==> config.mk <==
export PLATFORM = sky130hd
export DESIGN_NAME = uart_tx_feeder
export DESIGN_NICKNAME = d
export VERILOG_FILES = /design/src/rtl/uart_pkg.sv /design/src/rtl/sync_fifo.sv /design/src/rtl/uart_tx_feeder.sv
export SDC_FILE = /design/constraint.sdc
export NUM_CORES = 1
export LEC_CHECK = 0
export ABC_CLOCK_PERIOD_IN_PS = 5470
export CAP_MARGIN = 20
export CORE_MARGIN = 2
export CORE_UTILIZATION = 60
export DETAILED_ROUTE_END_ITERATION = 12
export PLACE_DENSITY = 0.79
export SLEW_MARGIN = 20
export SYNTH_ARGS = -nofsm -noshare
export SYNTH_HDL_FRONTEND = slang
export SYNTH_HIERARCHICAL = 1
export SYNTH_SLANG_ARGS = --single-unit
==> constraint.sdc <==
create_clock -name i_clk -period 5.47 [get_ports i_clk]
set_clock_uncertainty 0.2 [all_clocks]
set_input_delay 1.3675 -clock i_clk [delete_from_list [all_inputs] [get_ports i_clk]]
set_output_delay 1.3675 -clock i_clk [all_outputs]
set_load 0.005 [all_outputs]
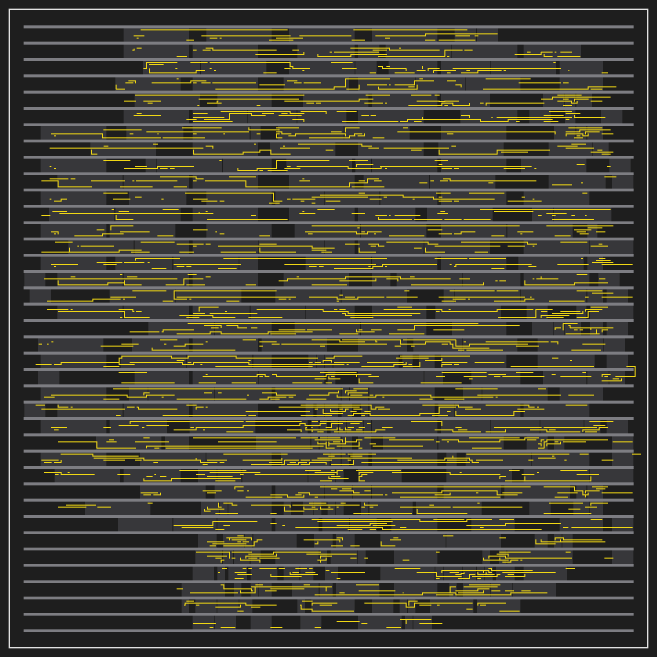
Figure 1: run 1, M1 wires.
Drawn at 6 px/µm. Supply wires on this layer in grey.
The layer holds 43% of the routed length. The layer carries 4840 µm of wire. 357 nets have wire on it. The longest straight run is 48.3 µm.
met1 GRT Util: 0.305
Vias: 3067
final WL: 11.2 mm

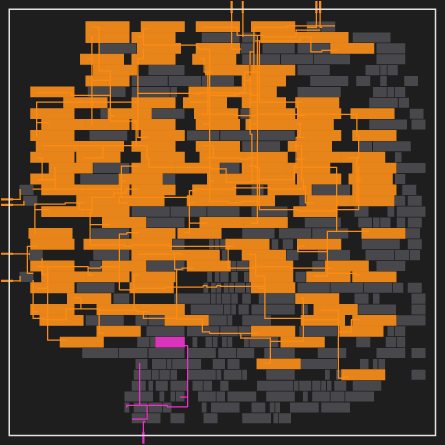
Figure 2: run 1, I/O nets highlighted.
Drawn at 4 px/µm.
o_full: marked magenta, bits 1, direction output, end cells 1, buffers 1, wire 55.0 µm. i_wr_data: marked orange, bits 8, direction input, end cells 128, buffers 8, wire 1500 µm.
IO Port Bufs: 29
IO Count: 30

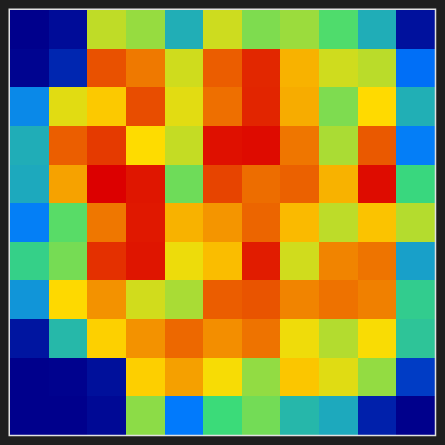
Figure 3: run 1, local utilization.
Drawn at 4 px/µm. The die is cut into 11 by 11 equal tiles; dark blue is low, red is high, 0 to 100% covered.
6.6% of the tiles are nearly empty. The mean over all tiles is 62%. 44% of the tiles are over 75% full. The fullest tile reaches 100%.
fp util: 0.612
core box area: 0.0102 mm²
fin util: 0.704

==> metrics.yaml, run 1 <==
layout.nets: 384
area_share_nonclk_buffers: 0.0455
seq_area_frac_synth: 0.703
seq_cell_count: 156
slowest_delay_ps: 580
nonClockInverterCount: 6
drt-pass1-iter-count: 5
largest_reg_flops: 128
logic_area_mm2: 0.00170
top_usage_layer: "met2"
gr-usage-met3: 0.0730
overflow: 0
fp_nets: 351
chipArea_mm2: 0.0113
cp_num_cells: 10
clockBufferCount: 17
p_int_mw: 2.43
dp_hpwl_mm: 6.91
place_inst: 479
grt_pass1_vias: 3056
largest_class: "flip-flops and latches"
wl_met3_um: 735
root_buffer: "clkbuf_8"
rows: 37
fin_crit_ps: 3800
hold_ws_ps: 273
pg_comb_uw: 660
worst_slack_ps: 1670
synth_area_mm2: 0.00626
syn_inst: 329
grt_first_pass_wirelength_mm: 17.3
seq_share: 0.611
use_met2: 0.333
worst_ep_required_time_ps: 5680
rsz0062_at_grt: "no"
yosys.area_share.aoi: 0.0240
n_all_buffers: 34
tightestPinTransition_ps: 1040
tap_cells: 136
end_kind: "flop"
drive_above_1_share: 0.149
cts_resized: 0
comb_area_frac: 0.236
fin_area_mm2: 0.00721
grtUsageTotal: 0.218
simple_gate_area_frac: 0.0515
status: "finished clean"
fin_cells: 511
crit_path_frequent_cell: "nor2b_1"
combPwrFrac: 0.200
layout_top_cell: "edfxtp_1"
maxSlewHeadroom: 0.308
hold_buffers: 0
power.density_mw_per_mm2: 457
clkCellAreaFrac: 0.0800
clkPwrFrac: 0.342
flop_area_mm2: 0.00441
synth.area.mux_share: 0.160
ys_warn_count: 6
crit_chain: "clkdlybuf4s50_1 -> nor2b_1 -> nor2b_1 -> xor2_1 -> ha_1 -> fa_1 -> a21o_1 -> a21oi_1 -> xnor2_1 -> a41o_1"
routedWlPerCell_um: 22.0
warnings: 29
synthAdderAreaFrac: 0.0212
syn_avg_cell_area_um2: 19.0
gp_congestion: 0.767
cts_buffers: 17
p_seq_frac: 0.458
cts_setup_buffers: 0
largest_area_cell: "edfxtp_1"
hp-class: "flop to flop"
antenna_found_initial: 0
drv_slew: 0
antennaDiodeCount: 0
cp.arrival_ps: 4010
swShare: 0.264
grt_max_degree: 33
drt-initial-drc-count: 299
r2r_slack_ps: 2150
layout_top_cells: "edfxtp_1, nor2_1, clkdlybuf4s50_1, dfxtp_1, mux4_1"
area_growth_pct: 15.1
cts_tree: "yes"
ys_area_mm2: 0.00626
start_kind: "primary input"
yosys.area_share.xor_xnor: 0.0154
power_clock_mw: 1.13
area_leaders: "edfxtp_1, mux4_1, dfxtp_1"
htree_levels: 4
yosysUniqueCellTypes: 30
path_buffers: 1
logic_gates: 147
holdPathStages: 2
postPlaceCellArea_mm2: 0.00663
top_cell_area_share: 0.614
critical_path_class: "primary input to flop"
reg2regPathDepth: 10
fmax_mhz: 263
worstSkewPairLatency_ps: 520
p_seq_mw: 1.51
pre_cts_ws_ps: 1130
fin_total_pwr_mw: 3.29
wl_met1_mm: 4.84
die-width_um: 106
ys_cells: 329
switchingPower_uw: 869
period_used_share: 0.694
drv_cap: 0
hold_viol: 0
setup_tns_ps: 0
final_antenna_net_count: 0
crit_fanout: 10
run 1: synthesized netlist by cell type:
cell,n
a21o_1,2
a21oi_1,11
a41o_1,1
buf_1,5
buf_12,1
buf_4,3
buf_6,1
buf_8,2
clkbuf_1,8
dfxtp_1,28
edfxtp_1,128
fa_1,1
ha_1,9
inv_1,6
mux2i_1,1
mux4_1,24
mux4_2,16
nand2_1,6
nand2b_1,3
nand4_1,2
nor2_1,30
nor2b_1,6
nor3_1,5
nor3b_1,1
o21ba_2,1
o31ai_1,8
or2_2,1
or4b_1,8
xnor2_1,4
xor2_1,7
run 1: worst min-delay path, cell delays in order (launching register included):
cell	delay (ps)
dfxtp_1	310
o31ai_1	60
a21oi_1	60
Figure 4. Sizing map (run 1).
Drawn at 4 px/µm.
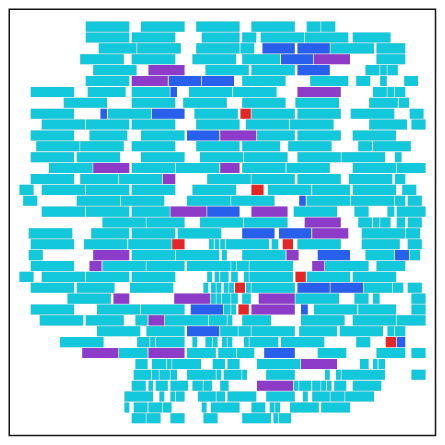

==> run 2: changes to the inputs <==
--- a/config.mk
+++ b/config.mk
@@ -5,12 +5,12 @@
 export SDC_FILE = /design/constraint.sdc
 export NUM_CORES = 1
 export LEC_CHECK = 0
-export ABC_CLOCK_PERIOD_IN_PS = 5470
+export ABC_CLOCK_PERIOD_IN_PS = 3400
 export CAP_MARGIN = 20
 export CORE_MARGIN = 2
-export CORE_UTILIZATION = 60
+export CORE_UTILIZATION = 54
 export DETAILED_ROUTE_END_ITERATION = 12
-export PLACE_DENSITY = 0.79
+export PLACE_DENSITY = 0.75
 export SLEW_MARGIN = 20
 export SYNTH_ARGS = -nofsm -noshare
 export SYNTH_HDL_FRONTEND = slang
==> constraint.sdc (replaced) <==
create_clock -name i_clk -period 3.4 [get_ports i_clk]
set_clock_uncertainty 0.2 [all_clocks]
set_input_delay 0.85 -clock i_clk [delete_from_list [all_inputs] [get_ports i_clk]]
set_output_delay 0.85 -clock i_clk [all_outputs]
set_load 0.005 [all_outputs]
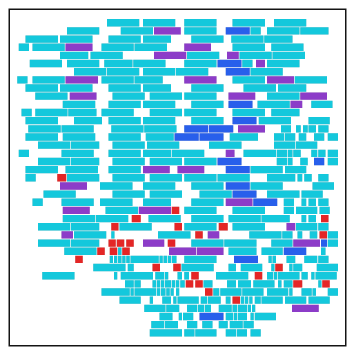
Figure 5: run 2, sizing map.
Drawn at 3 px/µm.
_2 cells: marked blue, cells 19, share 4.8%. _6 and larger: marked purple, cells 29, share 7.3%. _0 and _1 cells: marked cyan, cells 319, share 81%. _3 and _4 cells: marked red, cells 28, share 7.1%.
area delta synth->final: 19.0%
Final WS setup: 481 ps

==> run 2 against run 1 <==
Compared with the run above: worst setup slack worse by 1200 ps; combinational power is 89% higher; area after synthesis is the same; clock power is 83% higher; sequential cell count unchanged; power increased by 71%; hold slack worse by 5.8 ps; highest routed layer unchanged; final area is 3.4% higher; largest power group unchanged; count of clock-buffer cells in the layout is the same; synthesized cell count stayed put; global-route usage shrank 1.3 points; critical path depth stayed put.
==> metrics.yaml, run 2 <==
status: "finished clean"
crit_chain: "clkdlybuf4s50_1 -> nor2b_1 -> nor2b_1 -> xor2_1 -> ha_1 -> fa_1 -> a21o_1 -> a21oi_1 -> xnor2_1 -> a41o_1"
wl_met3_um: 618  # -16%
gp_congestion: 0.724  # -5.6%
grt_pass1_vias: 3186  # +4.3%
layout.nets: 404  # +5.2%
rsz0062_at_grt: "no"
drv_slew: 0  # unchanged
use_met2: 0.328  # -0.00566
flop_area_mm2: 0.00441  # unchanged
largest_area_cell: "edfxtp_1"
hp-class: "flop to flop"
coreArea_mm2: 0.0114  # +11%
ys_warn_count: 6  # unchanged
use_met1: 0.277  # -0.0286
fin_area_mm2: 0.00745  # +3.4%
top_cell_area_share: 0.614  # unchanged
yosys.area_share.aoi: 0.0240  # unchanged
synthFlopType: "edfxtp_1"
start_kind: "primary input"
final_antenna_net_count: 0  # unchanged
maxSlewHeadroom: 0.425  # +0.117
drv_cap: 0  # unchanged
place_inst: 506  # +5.6%
yosys.area_share.xor_xnor: 0.0154  # unchanged
synth.area.mux_share: 0.160  # unchanged
grt_first_pass_wirelength_mm: 18.6  # +7.4%
cts_tree: "yes"
layout_top_cells: "edfxtp_1, nor2_1, clkdlybuf4s50_1, dfxtp_1"
ys_area_mm2: 0.00626  # unchanged
drt-total-wl_mm: 11.9  # +5.5%
power.density_mw_per_mm2: 757  # +66%
fmax_mhz: 343
holdPathStages: 2  # unchanged
fp_util: 0.551  # -0.0613
worst_ep_required_time_ps: 3510  # -2170 ps
htree_levels: 4  # unchanged
fin_cells: 538  # +5.3%
period_used_share: 0.858
slowest_delay_ps: 440  # -140 ps
postPlaceCellArea_mm2: 0.00680  # +2.6%
crit_fanout: 2  # -8
drt-initial-drc-count: 350  # +17%
synth-edff-count: 128  # unchanged
grt_max_degree: 33  # unchanged
critical_path_class: "primary input to flop"
cp.arrival_ps: 3030  # -980 ps
wl_met1_mm: 4.91  # +1.5%
warnings: 29  # unchanged
synth_area_mm2: 0.00626  # unchanged
gr-usage-met3: 0.0539  # -0.0191
syn_avg_cell_area_um2: 19.0  # unchanged
tightestPinTransition_ps: 860  # -178 ps
synthTopCellsByCount: "edfxtp_1, nor2_1, dfxtp_1"
hold_ws_ps: 268  # -5.78 ps
syn_inst: 329  # unchanged
hold_buffers: 0  # unchanged
ys_cells: 329  # unchanged
area_leaders: "edfxtp_1, mux4_1, dfxtp_1"
antenna_found_initial: 0  # unchanged
simple_gate_area_frac: 0.0515  # unchanged
layout_top_cell: "edfxtp_1"
r2r_slack_ps: 690  # -1460 ps
cts_buffers: 17  # unchanged
drt-pass1-iter-count: 5  # unchanged
hold_viol: 0  # unchanged
rows: 39  # +5.4%
cts_setup_buffers: 0  # unchanged
root_buffer: "clkbuf_16"
die-width_um: 112  # +5.2%
setup_tns_ps: 0  # unchanged
chipArea_mm2: 0.0125  # +11%
antennaDiodeCount: 0  # unchanged
cts_resized: 0  # unchanged
ys.flops: 156
fin_total_pwr_mw: 5.64  # +71%
grtUsageTotal: 0.205  # -0.0129
cts.path.max_buffers: 2
cp_num_cells: 10  # unchanged
routedWlPerCell_um: 22.0  # +0.21%
drive_above_1_share: 0.192  # +0.0431
synthAdderAreaFrac: 0.0212  # unchanged
logic_area_mm2: 0.00170  # unchanged
path_buffers: 1  # unchanged
ios: 30  # unchanged
fin_crit_ps: 2920
crit_path_frequent_cell: "nor2b_1"
top_cell: "edfxtp_1"
dp_hpwl_mm: 7.27  # +5.3%
yosysUniqueCellTypes: 30  # unchanged
[run 2: cell counts after synthesis]
Identical to the previous run, type by type.
[run 2: final cells by class]
type,count,area share
inverter,6,0.00302
clock inverter,15,0.0304
multi-input combinational,147,0.229
tap,143,0.0240
sequential,156,0.591
clock buffer,17,0.0571
timing repair buffer,54,0.0658
[run 2: report_power, final]
group	switching, mW	internal [mW]	leakage [nW]
Sequential	0.120	2.21	1.38
Clock	0.807	1.26	0.320
Combinational	0.551	0.699	0.825
[run 2: stage by stage]
step           worst slack, ps   util
2_1_floorplan              392      -
3_3_place_gp               132  0.598
3_5_place_dp              69.0  0.598
4_1_cts                    508  0.655
5_1_grt                    389  0.655
6_report                   481  0.655
No activity file was given, so power comes from the tool's default toggle rates.
